Run 1, routing congestion map:
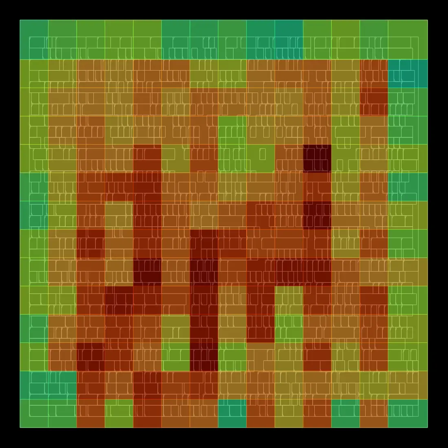
Run 1, supply network:
Pins as bars on the die edge. Tap cells in gray.
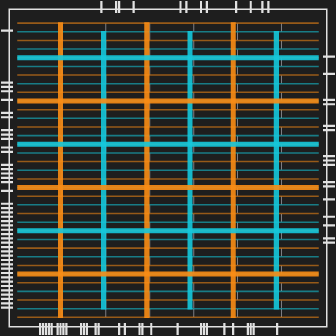
Run 1, placed cells, one color a class:
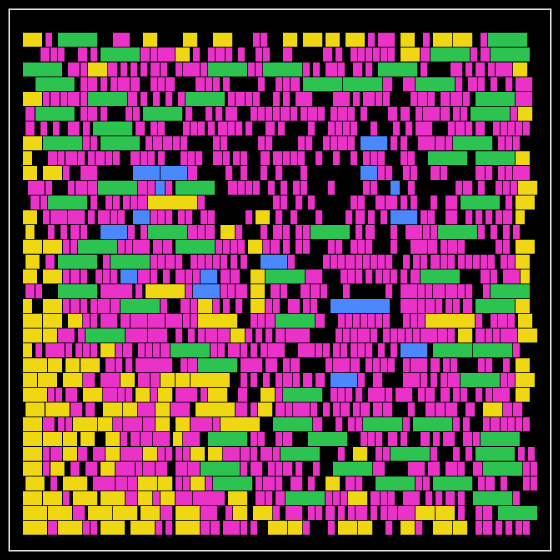
## src/rtl/bus_timer.sv

```systemverilog
// Memory-mapped timer with compare match, auto-reload and a level interrupt.
// Define BUS_TIMER_PRESCALE_EN to add the 16-bit PRESCALE register and its counter.
module bus_timer #(
  parameter logic [31:0] BASE_ADDR = 32'hFFFF_0000,
  parameter int          CNT_W     = 32
) (
  input  logic        clk,
  input  logic        reset,
  input  logic [31:0] bus_addr,
  input  logic [31:0] bus_data_i,
  input  logic        bus_write,
  output logic [31:0] bus_data_o,
  output logic        irq
);

  localparam logic [2:0] REG_CTRL     = 3'd0;
  localparam logic [2:0] REG_COUNT    = 3'd1;
  localparam logic [2:0] REG_COMPARE  = 3'd2;
  localparam logic [2:0] REG_STATUS   = 3'd3;
  localparam logic [2:0] REG_PRESCALE = 3'd4;

  logic [31:0]      offset;
  logic             hit;
  logic [2:0]       idx;
  logic             wr_ctrl, wr_count, wr_compare, wr_status;

  logic [2:0]       ctrl;
  logic             en, autoreload, irqen;
  logic [CNT_W-1:0] count, compare;
  logic             match;
  logic             tick;
  logic             match_now;
  logic [15:0]      prescale_rd;

  // Unsigned wrap-around makes addresses below BASE_ADDR land far above 4.
  assign offset = bus_addr - BASE_ADDR;
  assign hit    = (offset < 32'd5);
  assign idx    = offset[2:0];

  assign wr_ctrl    = bus_write && hit && (idx == REG_CTRL);
  assign wr_count   = bus_write && hit && (idx == REG_COUNT);
  assign wr_compare = bus_write && hit && (idx == REG_COMPARE);
  assign wr_status  = bus_write && hit && (idx == REG_STATUS);

  assign en         = ctrl[0];
  assign autoreload = ctrl[1];
  assign irqen      = ctrl[2];
  assign match_now  = (count == compare);

`ifdef BUS_TIMER_PRESCALE_EN
  logic        wr_prescale;
  logic [15:0] prescale, pcnt;
  logic        pcnt_hit;

  assign wr_prescale = bus_write && hit && (idx == REG_PRESCALE);
  assign pcnt_hit    = (pcnt == prescale);
  assign tick        = en && pcnt_hit;
  assign prescale_rd = prescale;

  // PCNT is held at zero while disabled so enabling always starts a full period.
  always_ff @(posedge clk) begin
    if (reset) begin
      prescale <= '0;
      pcnt     <= '0;
    end else begin
      if (wr_prescale)
        prescale <= bus_data_i[15:0];
      if (!en || pcnt_hit)
        pcnt <= '0;
      else
        pcnt <= pcnt + 16'd1;
    end
  end
`else
  assign tick        = en;
  assign prescale_rd = 16'd0;
`endif

  // NOTE: state registers use non-blocking assignments so every register
  // samples the pre-edge values regardless of statement order.
  always_ff @(posedge clk) begin
    if (reset) begin
      ctrl    <= '0;
      count   <= '0;
      compare <= '0;
      match   <= 1'b0;
    end else begin
      if (wr_ctrl)
        ctrl <= bus_data_i[2:0];
      if (wr_compare)
        compare <= bus_data_i[CNT_W-1:0];

      // A core write to COUNT overrides the tick update in the same cycle.
      if (wr_count)
        count <= bus_data_i[CNT_W-1:0];
      else if (tick)
        count <= (match_now && autoreload) ? '0 : count + CNT_W'(1);

      // Setting MATCH wins over a coincident write-1-to-clear.
      if (tick && match_now)
        match <= 1'b1;
      else if (wr_status && bus_data_i[0])
        match <= 1'b0;
    end
  end

  assign irq = match && irqen;

  // NOTE: the default assignment keeps this combinational block latch-free.
  always_comb begin
    bus_data_o = 32'd0;
    if (hit) begin
      case (idx)
        REG_CTRL:     bus_data_o = 32'(ctrl);
        REG_COUNT:    bus_data_o = 32'(count);
        REG_COMPARE:  bus_data_o = 32'(compare);
        REG_STATUS:   bus_data_o = 32'(match);
        REG_PRESCALE: bus_data_o = 32'(prescale_rd);
        default:      bus_data_o = 32'd0;
      endcase
    end
  end

endmodule

```

## config.mk

```make
export PLATFORM = sky130hd
export DESIGN_NAME = bus_timer
export DESIGN_NICKNAME = d
export VERILOG_FILES = /design/src/rtl/bus_timer.sv
export SDC_FILE = /design/constraint.sdc
export NUM_CORES = 1
export LEC_CHECK = 0
export ABC_AREA = 1
export CAP_MARGIN = 25
export CORE_MARGIN = 2
export CORE_UTILIZATION = 59
export CTS_BUF_LIST = sky130_fd_sc_hd__clkbuf_8
export CTS_CLUSTER_DIAMETER = 30
export DETAILED_ROUTE_END_ITERATION = 6
export PLACE_DENSITY = 0.86
export SYNTH_ARGS = -nofsm -noshare
export SYNTH_HDL_FRONTEND = slang
export SYNTH_SLANG_ARGS = --single-unit
```

## constraint.sdc

```tcl
create_clock -name clk -period 3.72 [get_ports clk]
set_clock_uncertainty 0.2 [all_clocks]
set_input_delay 0.744 -clock clk [delete_from_list [all_inputs] [get_ports clk]]
set_output_delay 0.744 -clock clk [all_outputs]
set_load 0.02 [all_outputs]
```

==> results.toml, run 1 <==
# generated from flow reports
[critical_path]
worstSetupStartpointType = "input port"
end_kind = "output port"
critical_path.max_fanout = 8
endpoint = "bus_data_o[4]"
chain_of_cells_forming_the_critical_path = "clkdlybuf4s50_1, nor2_1, nand3_1, nor2_1, nand3_1, nor3_2, nand2_1, nor2_4, nand2_4, buf_12, a21oi_1, buf_2"
worst-setup-path-type = "in2out"
worst_r2r_startpoint = "count[8]"

[route]
post_drt_via_cell_ratio = 5.70
post-route-drc-count = 0
routed-via-count = 6770

[layout]
layout.area.comb_sq_um = 3540
n_antenna_cell = 0
layout.cells.non_filler = 1187
area_growth_pct = 30.3

[synthesis]
synth-simple-area-share_pct = 46.5
syn-num-nets = 1045
flip_flops_with_a_built_in_enable = 0
top_area_cell = "sky130_fd_sc_hd__nand2_1"
post_synth_instance_area_sq_um = 5360
async_flop_share_pct = 0
syn_area_per_cell_sq_um = 5.49
ys_cells = 977
muxShareOfSynthArea_pct = 0
yosysUniqueCellTypes = 32
fa_ha_area_share_pct = 0.233

[status]
violations = "setup timing"
status = "finished, violations left"

[sta]
post_route_worst_setup_slack_ns = -0.0937
period_minus_slack_ns = 3.81
setup_viol_count_final = 17

[global_route]
pin_count_of_the_biggest_net_entering_global_routing = 54

[placement]
dpl.hpwl_mm = 12.7
placement.io_buffers = 99
numPlacedInstances = 1167

[flow_run]
maxCapViolCount = 0

[clock_network]
cts_htree_levels = 3

[floorplanning]
boundaryPins = 100
floorplan.die_area_sq_um = 9870
About 'routing congestion map':
routed wirelength normalized by instance count: 16.0 um
post-layout util: 79.7%

About 'supply network':
orange -> VSS
cyan -> VDD
rows = 34
met5 straps = 6
Die Wd: 99.3 um
height of the die: 99.3 um
area inside the core boundary: 8760 sq um
Max VDD drop: 155 uV

About 'placed cells, one color a class':
blue -> clock drivers and dummy loads  # cells 16, share of their area 2.9%
magenta -> all other logic  # cells 849, share of their area 57%
green -> flip-flops  # cells 68, share of their area 20%
yellow -> other buffers and delay cells  # cells 146, share of their area 20%
cell area after layout: 6990 sq um
share of the final layout cell area in sequential cells: 19.5%
total number of placement rows: 34

==> run 1: report_power, final <==
part	leakage, nW	internal (W)	total (W)	switching, W
sequential	0.547	0.000727	0.000727	0.0000000000000551
clock	0.104	0.000313	0.000644	0.000331
combinational	2.38	0.0000919	0.000177	0.0000848
total	3.03	0.00113	0.00155	0.000415
==> run 1: layout by cell type, fill, tap and decap left out, types with 3 or more instances in the layout <==
master,count
sky130_fd_sc_hd__nand4_1,39
sky130_fd_sc_hd__clkinv_4,3
sky130_fd_sc_hd__nand3_2,3
sky130_fd_sc_hd__clkbuf_8,9
sky130_fd_sc_hd__buf_4,66
sky130_fd_sc_hd__a21oi_1,85
sky130_fd_sc_hd__nor2_1,75
sky130_fd_sc_hd__buf_12,5
sky130_fd_sc_hd__inv_2,4
sky130_fd_sc_hd__nor2_4,5
sky130_fd_sc_hd__clkdlybuf4s50_1,49
sky130_fd_sc_hd__nand3_1,57
sky130_fd_sc_hd__nand2_2,7
sky130_fd_sc_hd__dfxtp_1,68
sky130_fd_sc_hd__nand2_1,402
sky130_fd_sc_hd__buf_2,7
sky130_fd_sc_hd__nor3_1,3
sky130_fd_sc_hd__nor3_2,3
sky130_fd_sc_hd__xnor2_1,14
sky130_fd_sc_hd__xor2_1,19
sky130_fd_sc_hd__nor2_2,5
sky130_fd_sc_hd__inv_1,94
sky130_fd_sc_hd__dlymetal6s2s_1,17
sky130_fd_sc_hd__a21oi_2,15
==> run 1: critical path, delay by kind of cell <==
family	cells	cell delay, ns
buf+inv	3	0.80
compound gates	1	0.16
simple gates	8	1.16
==> run 1: layout make-up <==
| class | count | share of cell area [%] |
|---|---|---|
| Timing Repair Buffer | 146 | 19.8 |
| Clock inverter | 7 | 1.07 |
| Tap cell | 108 | 1.93 |
| Sequential cell | 68 | 19.5 |
| Multi-Input combinational cell | 751 | 50.7 |
| Clock buffer | 9 | 1.77 |
| Inverter | 98 | 5.27 |
==> run 1: worst min-delay path by stage <==
stage                            from           to  cells past startpoint
after floorplan               ctrl[0]      ctrl[0]                      2
after global placement        ctrl[0]      ctrl[0]                      2
after detailed placement      ctrl[0]      ctrl[0]                      2
after CTS                     ctrl[0]      ctrl[0]                      2
after global routing      compare[23]  compare[23]                      2
final                         ctrl[2]      ctrl[2]                      2
==> run 1: flip-flops by register name (all words and copies together) (netlist names) <==
name     flops
match        1
ctrl         3
compare     32
count       32
==> run 1: through the flow <==
stage / area, sq um / setup slack [ns] / hold slack, ns / total power (W)
detailed placement: 6590 / -0.569 / 0.271 / 0.000906
global route: 6990 / -0.140 / 0.315 / 0.00158
global placement: 6590 / -0.426 / 0.249 / 0.000903
floorplan: 5360 / 0.496 / 0.240 / 0.000787
CTS: 6690 / -0.0395 / 0.282 / 0.00153
finish: 6990 / -0.0937 / 0.295 / 0.00155
==> run 1: per-layer routing <==
layer,routed length (um),vias up
li1,-,3261
met1,7450,2990
met2,8710,430
met3,2030,89
met4,838,0
met5,0,-
==> run 1: repair_timing <==
| item | CTS | global route |
|---|---|---|
| endpoints found under the setup margin | 32 | 32 |
| pin swaps | 0 | 24 |
| cloned | 0 | 2 |
| buffers inserted | 0 | 2 |
| gates resized | 151 | 73 |
==> run 2: changes to the inputs <==
- CORE_UTILIZATION: 59 -> 54
- CTS_BUF_LIST: sky130_fd_sc_hd__clkbuf_8 -> not set
- PLACE_DENSITY: 0.86 -> 0.79
- clock period: 3.72 -> 4 ns (I/O delays scaled with it)
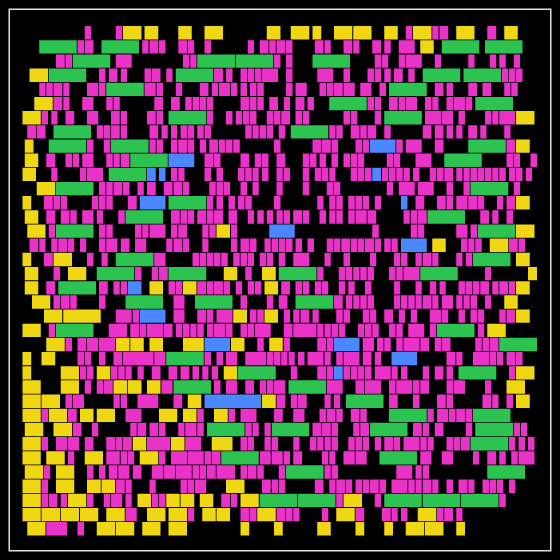
Run 2: placed cells, one color a class
yellow -> other buffers and delay cells  # cells 135, share of their area 18%
blue -> clock drivers and dummy loads  # cells 16, share of their area 2.8%
magenta -> all other logic  # cells 849, share of their area 58%
green -> flip-flops  # cells 68, share of their area 21%
share of the final layout cell area in sequential cells: 20.4%
cell area after layout: 6660 sq um
post-layout util: 68.8%
total number of placement rows: 36

==> run 2 against run 1 <==
- the run now ends clean
- final area down 4.6%
- largest cell class unchanged
- register-to-register slack better by 0.22 ns
- synthesized area unchanged
- first-iteration DRC count down 31%
- sequential power down 7.0%
- clock-buffer cell count up 2
- power down 9.9%
- combinational power down 18%
- setup slack better by 0.31 ns
- hold slack worse by 0.015 ns
- routed wire length down 13%
==> results.toml, run 2 <==
# generated from flow reports
[synthesis]
post_synth_instance_area_sq_um = 5360
syn_area_per_cell_sq_um = 5.49
top_area_cell = "sky130_fd_sc_hd__nand2_1"
syn-num-nets = 1045
ys_cells = 977
flip_flops_with_a_built_in_enable = 0
yosysUniqueCellTypes = 32
async_flop_share_pct = 0
portion_of_the_post_synthesis_area_used_by_sequential_elements_pct = 25.4
synth_largest_type_area_fraction_pct = 28.6
post_synth_most_frequent_cells = "sky130_fd_sc_hd__nand2_1 (409), sky130_fd_sc_hd__a21oi_1 (100), sky130_fd_sc_hd__inv_1 (96)"
ys.flop_type = "sky130_fd_sc_hd__dfxtp_1"

[route]
post_drt_via_cell_ratio = 5.27
routed_wire_length_mm = 16.6
routed-via-count = 6332
detail_route.first_pass.iterations = 5
violation_tally_from_detailed_route_iteration_zero = 508
avgRoutedWirePerCell_um = 13.8
post-route-drc-count = 0

[floorplanning]
die-width_um = 104
chipHeight_um = 104
floorplan.die_area_sq_um = 10700
initial_core_util_pct = 55.4
core-area_sq_um = 9680
boundaryPins = 100

[placement]
numPlacedInstances = 1185
dpl.hpwl_mm = 12.4
place.gp.congestion = 0.987
placement.io_buffers = 99
detailed_place.area_sq_um = 6540

[global_route]
global_route_wire_length_before_repair_mm = 27.7
track_usage_pct = 31.1
pin_count_of_the_biggest_net_entering_global_routing = 42

[sta]
final_hold_violations = 0
timing.slew.headroom_pct = 46.4
setup_viol_count_final = 0
maxClockFrequency_ghz = 0.264
period_minus_slack_ns = 3.79
worstMarginPinSlew_ns = 0.804

[layout]
layout_top_cells_excl_fill_tap = "sky130_fd_sc_hd__nand2_1 (408), sky130_fd_sc_hd__a21oi_1 (97), sky130_fd_sc_hd__inv_1 (96)"
num-nets-final = 1131
layout_top_cell = "sky130_fd_sc_hd__nand2_1"
layout.cells.non_filler = 1201
n_antenna_cell = 0
layout_top_registers = "compare (32), count (32), ctrl (3)"
num-fill-cells = 929
area_growth_pct = 24.3

[clock_network]
cts.path.max_buffers = 2
cts-buffers-inserted = 9
cts_root_cell = "sky130_fd_sc_hd__clkbuf_8"
clkSinkCount = 68
clk_pin_slew_worst_paths_ns = 0.07
tritoncts = "built"
cts_htree_levels = 3
clock_latency_of_the_later_clocked_register_in_the_worst_skew_pair_ns = 0.36

[critical_path]
worstSetupStartpointType = "input port"
worst-setup-path-type = "in2out"
end_kind = "output port"
worst-endpoint-arrival_ns = 2.79
critical_path.max_fanout = 15

[power]
power.static_leakage_nw = 2.75
ir_drop_uv = 136
pwr_density_cell_nw_per_um2 = 209

[flow_run]
maxCapViolCount = 0

[min_path]
timing.hold.worst.class = "reg2reg"

[status]
status = "complete, no violations"
run 2: path summary, 6_finish.rpt:
| path | to | start | depth (start not counted) | slack (ns) |
|---|---|---|---|---|
| min | ctrl[0] | ctrl[0] | 2 | 0.28 |
| max | bus_data_o[10] | bus_addr[24] | 11 | 0.21 |
| max reg2reg | count[16] | count[7] | 12 | 1.31 |
| min reg2reg | ctrl[0] | ctrl[0] | 2 | 0.28 |
run 2: layout make-up:
class / instances / area, sq um / share of cell area, %
multi-input combinational: 751 / 3420 / 51.3
tap: 133 / 166 / 2.50
sequential: 68 / 1360 / 20.4
timing repair buffer: 135 / 1170 / 17.5
clock inverter: 5 / 52.6 / 0.789
clock buffer: 11 / 131 / 1.97
inverter: 98 / 368 / 5.52
run 2: logic make-up (layout without fill, tap and decap cells):
family	Yosys count	after routing	share of synthesized area (%)
xor+xnor	33	33	5.39
compound gates	111	111	10.7
simple gates	606	606	46.5
fa+ha+maj	1	1	0.233
flops	68	68	25.4
buf+inv	158	249	11.8
run 2: per-layer routing:
metal / vias up / global-route usage (%) / share of wire [%]
li1: 3234 / - / -
met1: 2829 / 43.1 / 46
met2: 245 / 50.8 / 45
met3: 24 / 5.16 / 7.6
met4: 0 / 7.14 / 1.3
met5: - / 0 / 0
run 2: power breakdown:
part | switching, W | internal [W] | total [W]
Combinational | 0.0000665 | 0.0000791 | 0.000146
Sequential | 0.0000000000000508 | 0.000676 | 0.000676
Clock | 0.000287 | 0.000286 | 0.000572
Total | 0.000353 | 0.00104 | 0.00139
run 2: what timing repair did:
action                                  CTS  global route
pin swaps                                 0             2
setup buffers                             0             0
endpoints found under the setup margin   32            32
resized                                  92            68
run 2: worst max-delay path, stage by stage:
cell                              delay (ns)
sky130_fd_sc_hd__clkdlybuf4s50_1        0.49
sky130_fd_sc_hd__nand2_1                0.13
sky130_fd_sc_hd__nor2_4                 0.16
sky130_fd_sc_hd__nand2_1                0.09
sky130_fd_sc_hd__nor3b_2                0.19
sky130_fd_sc_hd__nor2_1                 0.09
sky130_fd_sc_hd__nor3_2                 0.22
sky130_fd_sc_hd__nand2_1                0.14
sky130_fd_sc_hd__buf_6                  0.18
sky130_fd_sc_hd__a21oi_1                0.14
sky130_fd_sc_hd__buf_4                  0.16
run 2: stage by stage:
stage          util, %  setup TNS [ns]  worst slack (ns)  power [W]  hold WS, ns
2_1_floorplan        -               0             0.664   0.000732        0.240
5_1_grt           68.8          -0.192           -0.0365    0.00142        0.301
6_report          68.8               0             0.213    0.00139        0.280
3_3_place_gp      67.5           -8.34            -0.275   0.000833        0.250
4_1_cts           69.8               0            0.0116    0.00139        0.281
3_5_place_dp      67.5           -9.96            -0.381   0.000834        0.268
Power and IR drop assume default switching activity.
